[src/rtl/oflow_calc_min_ctrl_if.sv]
// rtl/oflow_calc_min_ctrl_if.sv - handshake/bus bundle between the min-calc sequencer and its datapath
interface oflow_calc_min_ctrl_if #(
    parameter int MAX_CAND  = 32,
    parameter int SCORE_LEN = 16,
    parameter int ID_LEN    = 8
);
    localparam int CNT_W = $clog2(MAX_CAND + 1);

    logic                 start;
    logic [CNT_W-1:0]     num_cand;
    logic                 busy;
    logic                 sim_start;
    logic [CNT_W-1:0]     cand_idx_0;
    logic [CNT_W-1:0]     cand_idx_1;
    logic                 lane1_valid;
    logic                 sim_done;
    logic                 start_score_calc;
    logic                 start_calc_min;
    logic                 done_calc_min;
    logic [SCORE_LEN-1:0] min_score_0;
    logic [SCORE_LEN-1:0] min_score_1;
    logic [ID_LEN-1:0]    min_id_0;
    logic [ID_LEN-1:0]    min_id_1;
    logic                 res_valid;
    logic                 res_ready;
    logic [SCORE_LEN-1:0] res_score_0;
    logic [SCORE_LEN-1:0] res_score_1;
    logic [ID_LEN-1:0]    res_id_0;
    logic [ID_LEN-1:0]    res_id_1;
    logic                 res_empty;
    logic                 err_timeout;

    // Sequencer side
    modport master (
        input  start, num_cand, sim_done, done_calc_min,
               min_score_0, min_score_1, min_id_0, min_id_1, res_ready,
        output busy, sim_start, cand_idx_0, cand_idx_1, lane1_valid,
               start_score_calc, start_calc_min, res_valid,
               res_score_0, res_score_1, res_id_0, res_id_1, res_empty, err_timeout
    );

    // Core FSM / datapath / score board side
    modport slave (
        output start, num_cand, sim_done, done_calc_min,
               min_score_0, min_score_1, min_id_0, min_id_1, res_ready,
        input  busy, sim_start, cand_idx_0, cand_idx_1, lane1_valid,
               start_score_calc, start_calc_min, res_valid,
               res_score_0, res_score_1, res_id_0, res_id_1, res_empty, err_timeout
    );
endinterface

[src/rtl/oflow_calc_min_ctrl.sv]
// rtl/oflow_calc_min_ctrl.sv - per-object two-lane minimum-score sweep sequencer
module oflow_calc_min_ctrl #(
    parameter int MAX_CAND    = 32,
    parameter int TIMEOUT_CYC = 255
) (
    input  logic                   clk,
    input  logic                   reset_N,
    oflow_calc_min_ctrl_if.master  bus
);
    localparam int CNT_W = $clog2(MAX_CAND + 1);
    localparam int WD_W  = $clog2(TIMEOUT_CYC + 1);

    typedef enum logic [2:0] {
        IDLE, CLEAR, FETCH, WAIT_SIM, CMP, WAIT_CMP, CAPT, OUT
    } state_t;

    state_t            state;
    logic [CNT_W-1:0]  n_lat;
    logic [WD_W-1:0]   wdog;
    logic [CNT_W-1:0]  n_clamped;
    logic              wd_expired;

    // Candidate count clamped to the supported maximum before latching
    always_comb begin
        n_clamped  = (bus.num_cand > CNT_W'(MAX_CAND)) ? CNT_W'(MAX_CAND) : bus.num_cand;
        wd_expired = (wdog == WD_W'(TIMEOUT_CYC - 1));
    end

    // Sweep sequencer; every output is a register, pulses are set on entry to their state
    always_ff @(posedge clk) begin
        if (!reset_N) begin
            state                <= IDLE;
            n_lat                <= '0;
            wdog                 <= '0;
            bus.busy             <= 1'b0;
            bus.sim_start        <= 1'b0;
            bus.cand_idx_0       <= '0;
            bus.cand_idx_1       <= '0;
            bus.lane1_valid      <= 1'b0;
            bus.start_score_calc <= 1'b0;
            bus.start_calc_min   <= 1'b0;
            bus.res_valid        <= 1'b0;
            bus.res_score_0      <= '1;
            bus.res_score_1      <= '1;
            bus.res_id_0         <= '0;
            bus.res_id_1         <= '0;
            bus.res_empty        <= 1'b0;
            bus.err_timeout      <= 1'b0;
        end else begin
            bus.sim_start        <= 1'b0;
            bus.start_score_calc <= 1'b0;
            bus.start_calc_min   <= 1'b0;
            case (state)
                IDLE: begin
                    if (bus.start) begin
                        n_lat                <= n_clamped;
                        bus.cand_idx_0       <= '0;
                        bus.cand_idx_1       <= CNT_W'(1);
                        bus.lane1_valid      <= (CNT_W'(1) < n_clamped);
                        bus.err_timeout      <= 1'b0;
                        bus.res_empty        <= 1'b0;
                        bus.busy             <= 1'b1;
                        bus.start_score_calc <= 1'b1;
                        state                <= CLEAR;
                    end
                end
                CLEAR: begin
                    if (n_lat == '0) begin
                        bus.res_empty   <= 1'b1;
                        bus.res_score_0 <= '1;
                        bus.res_score_1 <= '1;
                        bus.res_id_0    <= '0;
                        bus.res_id_1    <= '0;
                        bus.res_valid   <= 1'b1;
                        state           <= OUT;
                    end else begin
                        bus.sim_start <= 1'b1;
                        state         <= FETCH;
                    end
                end
                FETCH: begin
                    wdog  <= '0;
                    state <= WAIT_SIM;
                end
                WAIT_SIM: begin
                    if (bus.sim_done) begin
                        bus.start_calc_min <= 1'b1;
                        state              <= CMP;
                    end else if (wd_expired) begin
                        bus.err_timeout <= 1'b1;
                        bus.busy        <= 1'b0;
                        state           <= IDLE;
                    end else begin
                        wdog <= wdog + WD_W'(1);
                    end
                end
                CMP: begin
                    wdog  <= '0;
                    state <= WAIT_CMP;
                end
                WAIT_CMP: begin
                    if (bus.done_calc_min) begin
                        if (bus.cand_idx_0 + CNT_W'(2) >= n_lat) begin
                            state <= CAPT;
                        end else begin
                            bus.cand_idx_0  <= bus.cand_idx_0 + CNT_W'(2);
                            bus.cand_idx_1  <= bus.cand_idx_1 + CNT_W'(2);
                            bus.lane1_valid <= (bus.cand_idx_1 + CNT_W'(2) < n_lat);
                            bus.sim_start   <= 1'b1;
                            state           <= FETCH;
                        end
                    end else if (wd_expired) begin
                        bus.err_timeout <= 1'b1;
                        bus.busy        <= 1'b0;
                        state           <= IDLE;
                    end else begin
                        wdog <= wdog + WD_W'(1);
                    end
                end
                CAPT: begin
                    bus.res_score_0 <= bus.min_score_0;
                    bus.res_score_1 <= bus.min_score_1;
                    bus.res_id_0    <= bus.min_id_0;
                    bus.res_id_1    <= bus.min_id_1;
                    bus.res_valid   <= 1'b1;
                    state           <= OUT;
                end
                OUT: begin
                    if (bus.res_ready) begin
                        bus.res_valid <= 1'b0;
                        bus.busy      <= 1'b0;
                        state         <= IDLE;
                    end
                end
                default: state <= IDLE;
            endcase
        end
    end
endmodule
[src/flat_wrapper.sv]
// flat-port wrapper written by rule: the top's interface ports become plain ports
module oflow_calc_min_ctrl_flat 
#(
    parameter int MAX_CAND    = 32,
    parameter int TIMEOUT_CYC = 255
)
  (clk, reset_N, bus_start, bus_num_cand, bus_sim_done, bus_done_calc_min, bus_min_score_0, bus_min_score_1, bus_min_id_0, bus_min_id_1, bus_res_ready, bus_busy, bus_sim_start, bus_cand_idx_0, bus_cand_idx_1, bus_lane1_valid, bus_start_score_calc, bus_start_calc_min, bus_res_valid, bus_res_score_0, bus_res_score_1, bus_res_id_0, bus_res_id_1, bus_res_empty, bus_err_timeout);
  oflow_calc_min_ctrl_if #(.MAX_CAND(MAX_CAND)) bus_i ();
  input  logic clk;
  input  logic reset_N;
  input wire logic [$bits(bus_i.start)-1:0] bus_start;
  input wire logic [$bits(bus_i.num_cand)-1:0] bus_num_cand;
  input wire logic [$bits(bus_i.sim_done)-1:0] bus_sim_done;
  input wire logic [$bits(bus_i.done_calc_min)-1:0] bus_done_calc_min;
  input wire logic [$bits(bus_i.min_score_0)-1:0] bus_min_score_0;
  input wire logic [$bits(bus_i.min_score_1)-1:0] bus_min_score_1;
  input wire logic [$bits(bus_i.min_id_0)-1:0] bus_min_id_0;
  input wire logic [$bits(bus_i.min_id_1)-1:0] bus_min_id_1;
  input wire logic [$bits(bus_i.res_ready)-1:0] bus_res_ready;
  output wire logic [$bits(bus_i.busy)-1:0] bus_busy;
  output wire logic [$bits(bus_i.sim_start)-1:0] bus_sim_start;
  output wire logic [$bits(bus_i.cand_idx_0)-1:0] bus_cand_idx_0;
  output wire logic [$bits(bus_i.cand_idx_1)-1:0] bus_cand_idx_1;
  output wire logic [$bits(bus_i.lane1_valid)-1:0] bus_lane1_valid;
  output wire logic [$bits(bus_i.start_score_calc)-1:0] bus_start_score_calc;
  output wire logic [$bits(bus_i.start_calc_min)-1:0] bus_start_calc_min;
  output wire logic [$bits(bus_i.res_valid)-1:0] bus_res_valid;
  output wire logic [$bits(bus_i.res_score_0)-1:0] bus_res_score_0;
  output wire logic [$bits(bus_i.res_score_1)-1:0] bus_res_score_1;
  output wire logic [$bits(bus_i.res_id_0)-1:0] bus_res_id_0;
  output wire logic [$bits(bus_i.res_id_1)-1:0] bus_res_id_1;
  output wire logic [$bits(bus_i.res_empty)-1:0] bus_res_empty;
  output wire logic [$bits(bus_i.err_timeout)-1:0] bus_err_timeout;
  assign bus_i.start = bus_start;
  assign bus_i.num_cand = bus_num_cand;
  assign bus_i.sim_done = bus_sim_done;
  assign bus_i.done_calc_min = bus_done_calc_min;
  assign bus_i.min_score_0 = bus_min_score_0;
  assign bus_i.min_score_1 = bus_min_score_1;
  assign bus_i.min_id_0 = bus_min_id_0;
  assign bus_i.min_id_1 = bus_min_id_1;
  assign bus_i.res_ready = bus_res_ready;
  assign bus_busy = bus_i.busy;
  assign bus_sim_start = bus_i.sim_start;
  assign bus_cand_idx_0 = bus_i.cand_idx_0;
  assign bus_cand_idx_1 = bus_i.cand_idx_1;
  assign bus_lane1_valid = bus_i.lane1_valid;
  assign bus_start_score_calc = bus_i.start_score_calc;
  assign bus_start_calc_min = bus_i.start_calc_min;
  assign bus_res_valid = bus_i.res_valid;
  assign bus_res_score_0 = bus_i.res_score_0;
  assign bus_res_score_1 = bus_i.res_score_1;
  assign bus_res_id_0 = bus_i.res_id_0;
  assign bus_res_id_1 = bus_i.res_id_1;
  assign bus_res_empty = bus_i.res_empty;
  assign bus_err_timeout = bus_i.err_timeout;
  oflow_calc_min_ctrl #(.MAX_CAND(MAX_CAND), .TIMEOUT_CYC(TIMEOUT_CYC)) u_core (.clk(clk), .reset_N(reset_N), .bus(bus_i));
endmodule
[config.mk]
export PLATFORM = sky130hd
export DESIGN_NAME = oflow_calc_min_ctrl_flat
export DESIGN_NICKNAME = d
export VERILOG_FILES = /design/src/rtl/oflow_calc_min_ctrl_if.sv /design/src/rtl/oflow_calc_min_ctrl.sv /design/src/flat_wrapper.sv
export SDC_FILE = /design/constraint.sdc
export NUM_CORES = 1
export LEC_CHECK = 0
export ABC_AREA = 1
export ABC_CLOCK_PERIOD_IN_PS = 2860
export CAP_MARGIN = 5
export CORE_UTILIZATION = 40
export CTS_CLUSTER_SIZE = 25
export DETAILED_ROUTE_END_ITERATION = 16
export MAX_ROUTING_LAYER = met4
export PLACE_DENSITY_LB_ADDON = 0.2
export SLEW_MARGIN = 20
export SYNTH_ARGS = -nofsm -noshare
export SYNTH_HDL_FRONTEND = slang
export SYNTH_SLANG_ARGS = --single-unit
[constraint.sdc]
create_clock -name clk -period 2.86 [get_ports clk]
set_input_delay 0.286 -clock clk [delete_from_list [all_inputs] [get_ports clk]]
set_output_delay 0.286 -clock clk [all_outputs]
set_load 0.01 [all_outputs]
==> impl_metrics.ini, run 1 <==
; synthesis and place-and-route metrics
[global_routing]
grt_max_degree = 51
antenna_found_initial = 0

[worst_setup_path]
path_buffers = 0
cpMostUsedCell = nand3_1
required_ps = 3110
crit_type = reg2reg
crit_fanout = 22

[die]
fp_util = 0.412
rows = 35
die-area_um2 = 9920
n_tap_cell = 129

[min_path]
hp-class = reg2reg

[logic_synthesis]
ys_seq_elements = 84
yosys.area.top_type = dfxtp_1
top_area_frac = 0.441
synth_area_um2 = 3810
ys_area_um2 = 3810

[pwr]
powerDensity_nw_per_um2 = 764
peakVddDrop_v = 0.000373

[clocking]
cts-root-buf = clkbuf_8
clockBufferDepth = 2
cts-hold-fix-buffers = 0
cts_tree = done
ctsResizeCount = 0
cts_setup_buffers = 0

[outcome]
status = complete, no violations

[detailed_routing]
wl_per_cell_um = 12.8
vias_per_cell = 4.90
drtIter0Drc = 136

[placement]
hpwl_um = 7090
dp_cells = 754

[final_layout]
buffers_excl_clock = 129
clock_area_frac = 0.0374

[timing]
final_max_slew_viol_count = 0
==> run 1: sequential cells by signal, indices dropped and copies added, names as in the netlist <==
register and cells:
u_core.bus.cand_idx_0 5, u_core.bus.res_score_0 16, u_core.bus.cand_idx_1 6, u_core.bus.busy 1, u_core.wdog 8, u_core.bus.res_empty 1
u_core.bus.res_valid 1, u_core.bus.start_score_calc 1, u_core.bus.start_calc_min 1, u_core.state 3, u_core.bus.res_id_0 8, u_core.bus.err_timeout 1
u_core.n_lat 6, u_core.bus.lane1_valid 1, u_core.bus.sim_start 1, u_core.bus.res_id_1 8, u_core.bus.res_score_1 16
==> run 1: per-layer routing <==
metal,share of wire,track usage,vias to the layer above
li1,-,-,1929
met1,0.46,0.260,1723
met2,0.46,0.330,109
met3,0.062,0.0534,14
met4,0.017,0.0803,0
met5,0,-,-
==> run 1: path summary, 6_finish.rpt <==
| check | end | cells after the start |
|---|---|---|
| min | u_core.bus.res_empty | 2 |
| max | u_core.bus.lane1_valid | 10 |
| min reg2reg | u_core.bus.res_empty | 2 |
| max reg2reg | u_core.bus.lane1_valid | 10 |
==> run 1: report_power, final <==
group	internal [mW]	leakage [nW]	total, mW	switching, mW
registers	1.32	0.683	1.45	0.132
clock network	0.410	0.0975	0.861	0.451
logic	0.693	1.41	1.75	1.06
total	2.42	2.19	4.07	1.64
==> run 1: cell usage in the layout (no fill, tap or decap), types with 2 or more instances in the layout <==
cell,instances
xnor2_1,5
ha_1,14
inv_1,38
clkdlybuf4s50_1,125
xor2_1,4
nand2_1,155
a21oi_1,43
nor2_4,2
nor2_1,46
dfxtp_1,84
nor2_2,2
a22oi_1,2
nand4_1,5
buf_4,3
o21ai_0,5
o22ai_1,32
nand2_2,3
nand3b_1,3
nand3_1,37
clkbuf_8,9
inv_2,4
clkinv_2,2
clkinvlp_4,2
Run 1, wiring by layer:
(6 px per um) Only two layers are drawn.
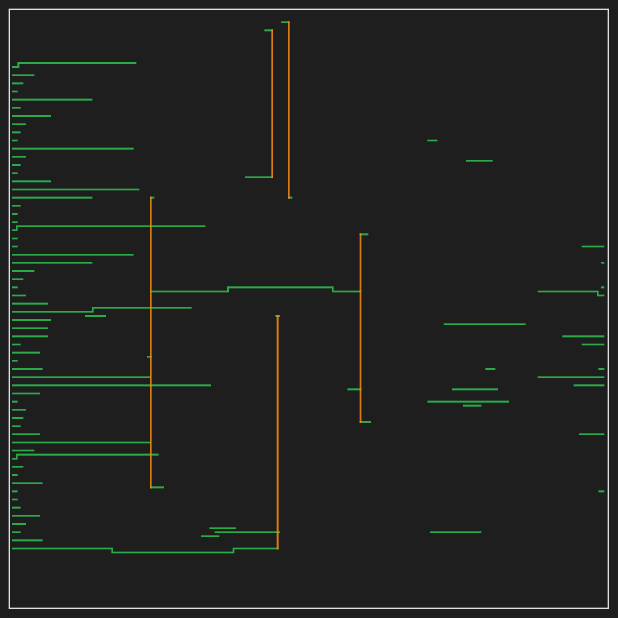
Key: orange = M4 [wire length 172 um]; green = M3 [wire length 616 um]

Run 1, met2 routing:
(4 px per um)
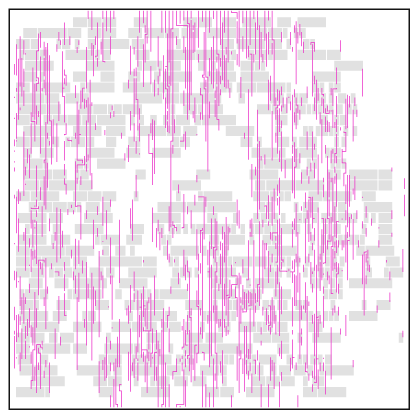
The layer holds 46% of the routed length. The longest straight run is 31.3 um. 568 nets have wire on it. The layer carries 4530 um of wire. The wires run mostly vertical.

Run 1, wires at chosen ports, followed through buffers:
(4 px per um)
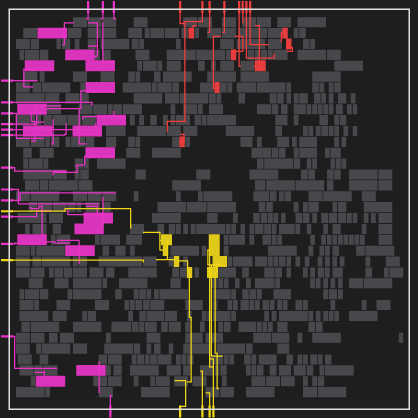
Key: magenta = bus_res_score_0 [bits 16, direction output, end cells 16, buffers 16, wire 433 um]; red = bus_min_id_1 [bits 8, direction input, end cells 8, buffers 8, wire 157 um]; yellow = bus_num_cand [bits 6, direction input, end cells 10, buffers 6, wire 261 um]

Run 1, a small window of the routed layout:
Window x 65 to 85, y 65 to 85 um. Cells in grey, sequential cells in the stronger grey; small squares are vias.
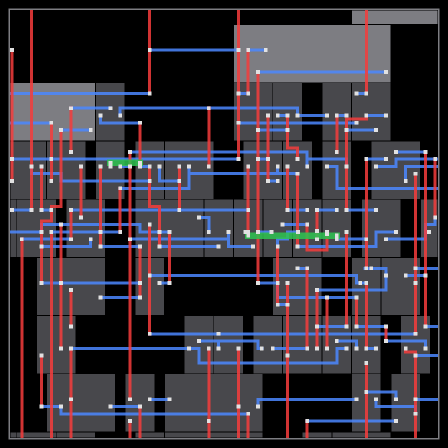

==> inputs of run 2 (changes only) <==
- CORE_UTILIZATION: 40 -> 46
Run 2, a small window of the routed layout:
Window x 60 to 80, y 60 to 80 um. Cells in grey, sequential cells in the stronger grey; small squares are vias.
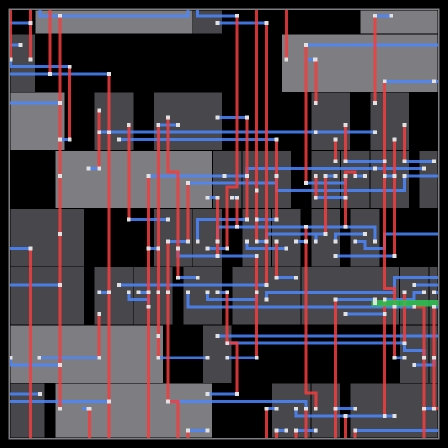
Key: red = M2; green = M3; blue = M1
33 logic cells have their middle in the window. Netlist names of flops here include u_core.wdog (4). Sequential cells in the window: 4. Most frequent: nand2_1 (7), nor2_1 (5), nand3_1 (5).

Run 2, clock routing:
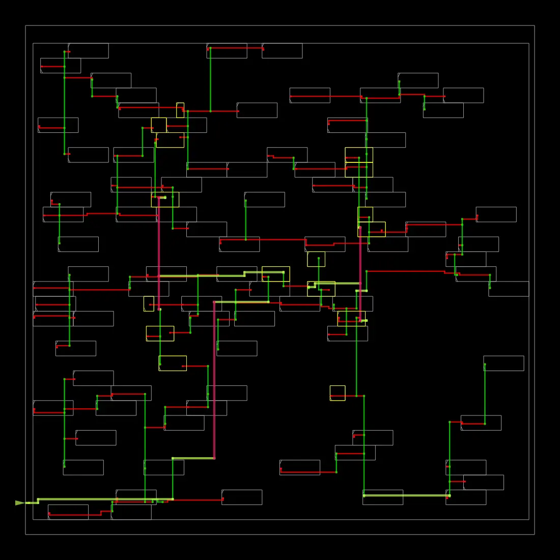
clk sink count: 84
CTS buffer count: 9
flop count: 84
Worst Clk Skew: 9.55 ps
CLK BUF: 11

==> run 2 against run 1 <==
Compared with the run above:
- clock power fell by about 10%
- hold slack improved by 12 ps
- synthesized cell count did not move
- clock skew barely moved
- setup slack improved by 35 ps
- largest cell class unchanged
==> impl_metrics.ini, run 2 <==
; synthesis and place-and-route metrics
[outcome]
status = complete, no violations

[worst_setup_path]
required_ps = 3100
cp-endpoint = u_core.bus.cand_idx_0[1]
regToRegEndpoint = u_core.bus.cand_idx_0[1]
reg2reg_depth = 10
crit_fanout = 22

[timing]
final_max_slew_viol_count = 0

[pwr]
peakVddDrop_v = 0.000323
combPwrFrac = 0.442
seq_power_share = 0.364
p_int_mw = 2.36
net-switching-power_mw = 1.62
clockPowerShare = 0.194
powerDensity_nw_per_um2 = 752
swShare = 0.406

[final_layout]
lay_top_count = nand2_1
top_regs = u_core.bus.res_score_0 x16, u_core.bus.res_score_1 x16
layout_top_cells = nand2_1 (155), clkdlybuf4s50_1 (126), dfxtp_1 (84), nor2_1 (46), a21oi_1 (43)

[logic_synthesis]
ys_seq_elements = 84
yosysWarnings = 0
top_area_frac = 0.441
ys_area_um2 = 3810
ff_type = dfxtp_1
synth_area_um2 = 3810

[min_path]
hold_end = u_core.bus.res_id_0[4]
hold_depth = 2
hp-class = reg2reg

[detailed_routing]
vias_per_cell = 5.03
drc_errors = 0

[global_routing]
grt_max_degree = 34

[clocking]
cts-hold-fix-buffers = 0
cts-root-buf = clkbuf_8
cts_tree = done
ctsResizeCount = 0

[die]
fp_util = 0.483
rows = 32
die-area_um2 = 8650

[placement]
dp_cells = 730
-- run 2: cell type report --
cell class              instances  area, um2
clock buffers                  11        141
clock inverters                 5       36.3
fillers                       669       2590
inverters                      42        158
multi-input cells             370       1840
flip-flops and latches         84       1680
well taps                     102        128
repair buffers                132       1310
-- run 2: metal layers --
layer	up-vias	global-route usage	wire [um]
met3	10	0.0545	666
li1	1933	-	-
met5	-	-	0
met2	120	0.388	4700
met4	0	0.0679	89
met1	1691	0.309	4420
-- run 2: logic make-up after synthesis --
logic type                 count (synthesis)  share of synthesized area
xor gates and xnor gates                   9                     0.0207
other                                      1                   0.000984
DFF                                       84                      0.441
and+or+nand+nor                          257                      0.284
AOI/OAI and AO/OA                         89                      0.133
adders and majority gates                 14                     0.0460
buffers and inverters                     67                     0.0748
-- run 2: through the flow --
step / util / hold WS [ps] / cell area, um2
finish: 0.671 / 463 / 5300
global route: 0.671 / 483 / 5300
CTS: 0.671 / 463 / 5300
detailed placement: 0.649 / 451 / 5120
global placement: 0.649 / 441 / 5120
floorplan: - / 422 / 3810
-- run 2: power groups by stage --
stage | Combinational, mW | Clock (mW) | Sequential [mW]
finish | 1.76 | 0.771 | 1.45
global placement | 1.71 | 0 | 1.47
global route | 2.00 | 0.837 | 1.47
detailed placement | 1.76 | 0 | 1.48
floorplan | 1.26 | 0 | 1.49
CTS | 1.76 | 0.793 | 1.45
-- run 2: worst max-delay path: stages (launching register included) --
cell and delay [ps]:
dfxtp_1 410, ha_1 200, nand3_1 100, xnor2_1 200
ha_1 280, a21oi_1 190, nand3_1 120, nand2_1 520
nand3_1 170, nand2_1 100, nor2_1 40
Power figures rest on the tool's default switching activity, not on a simulated workload.
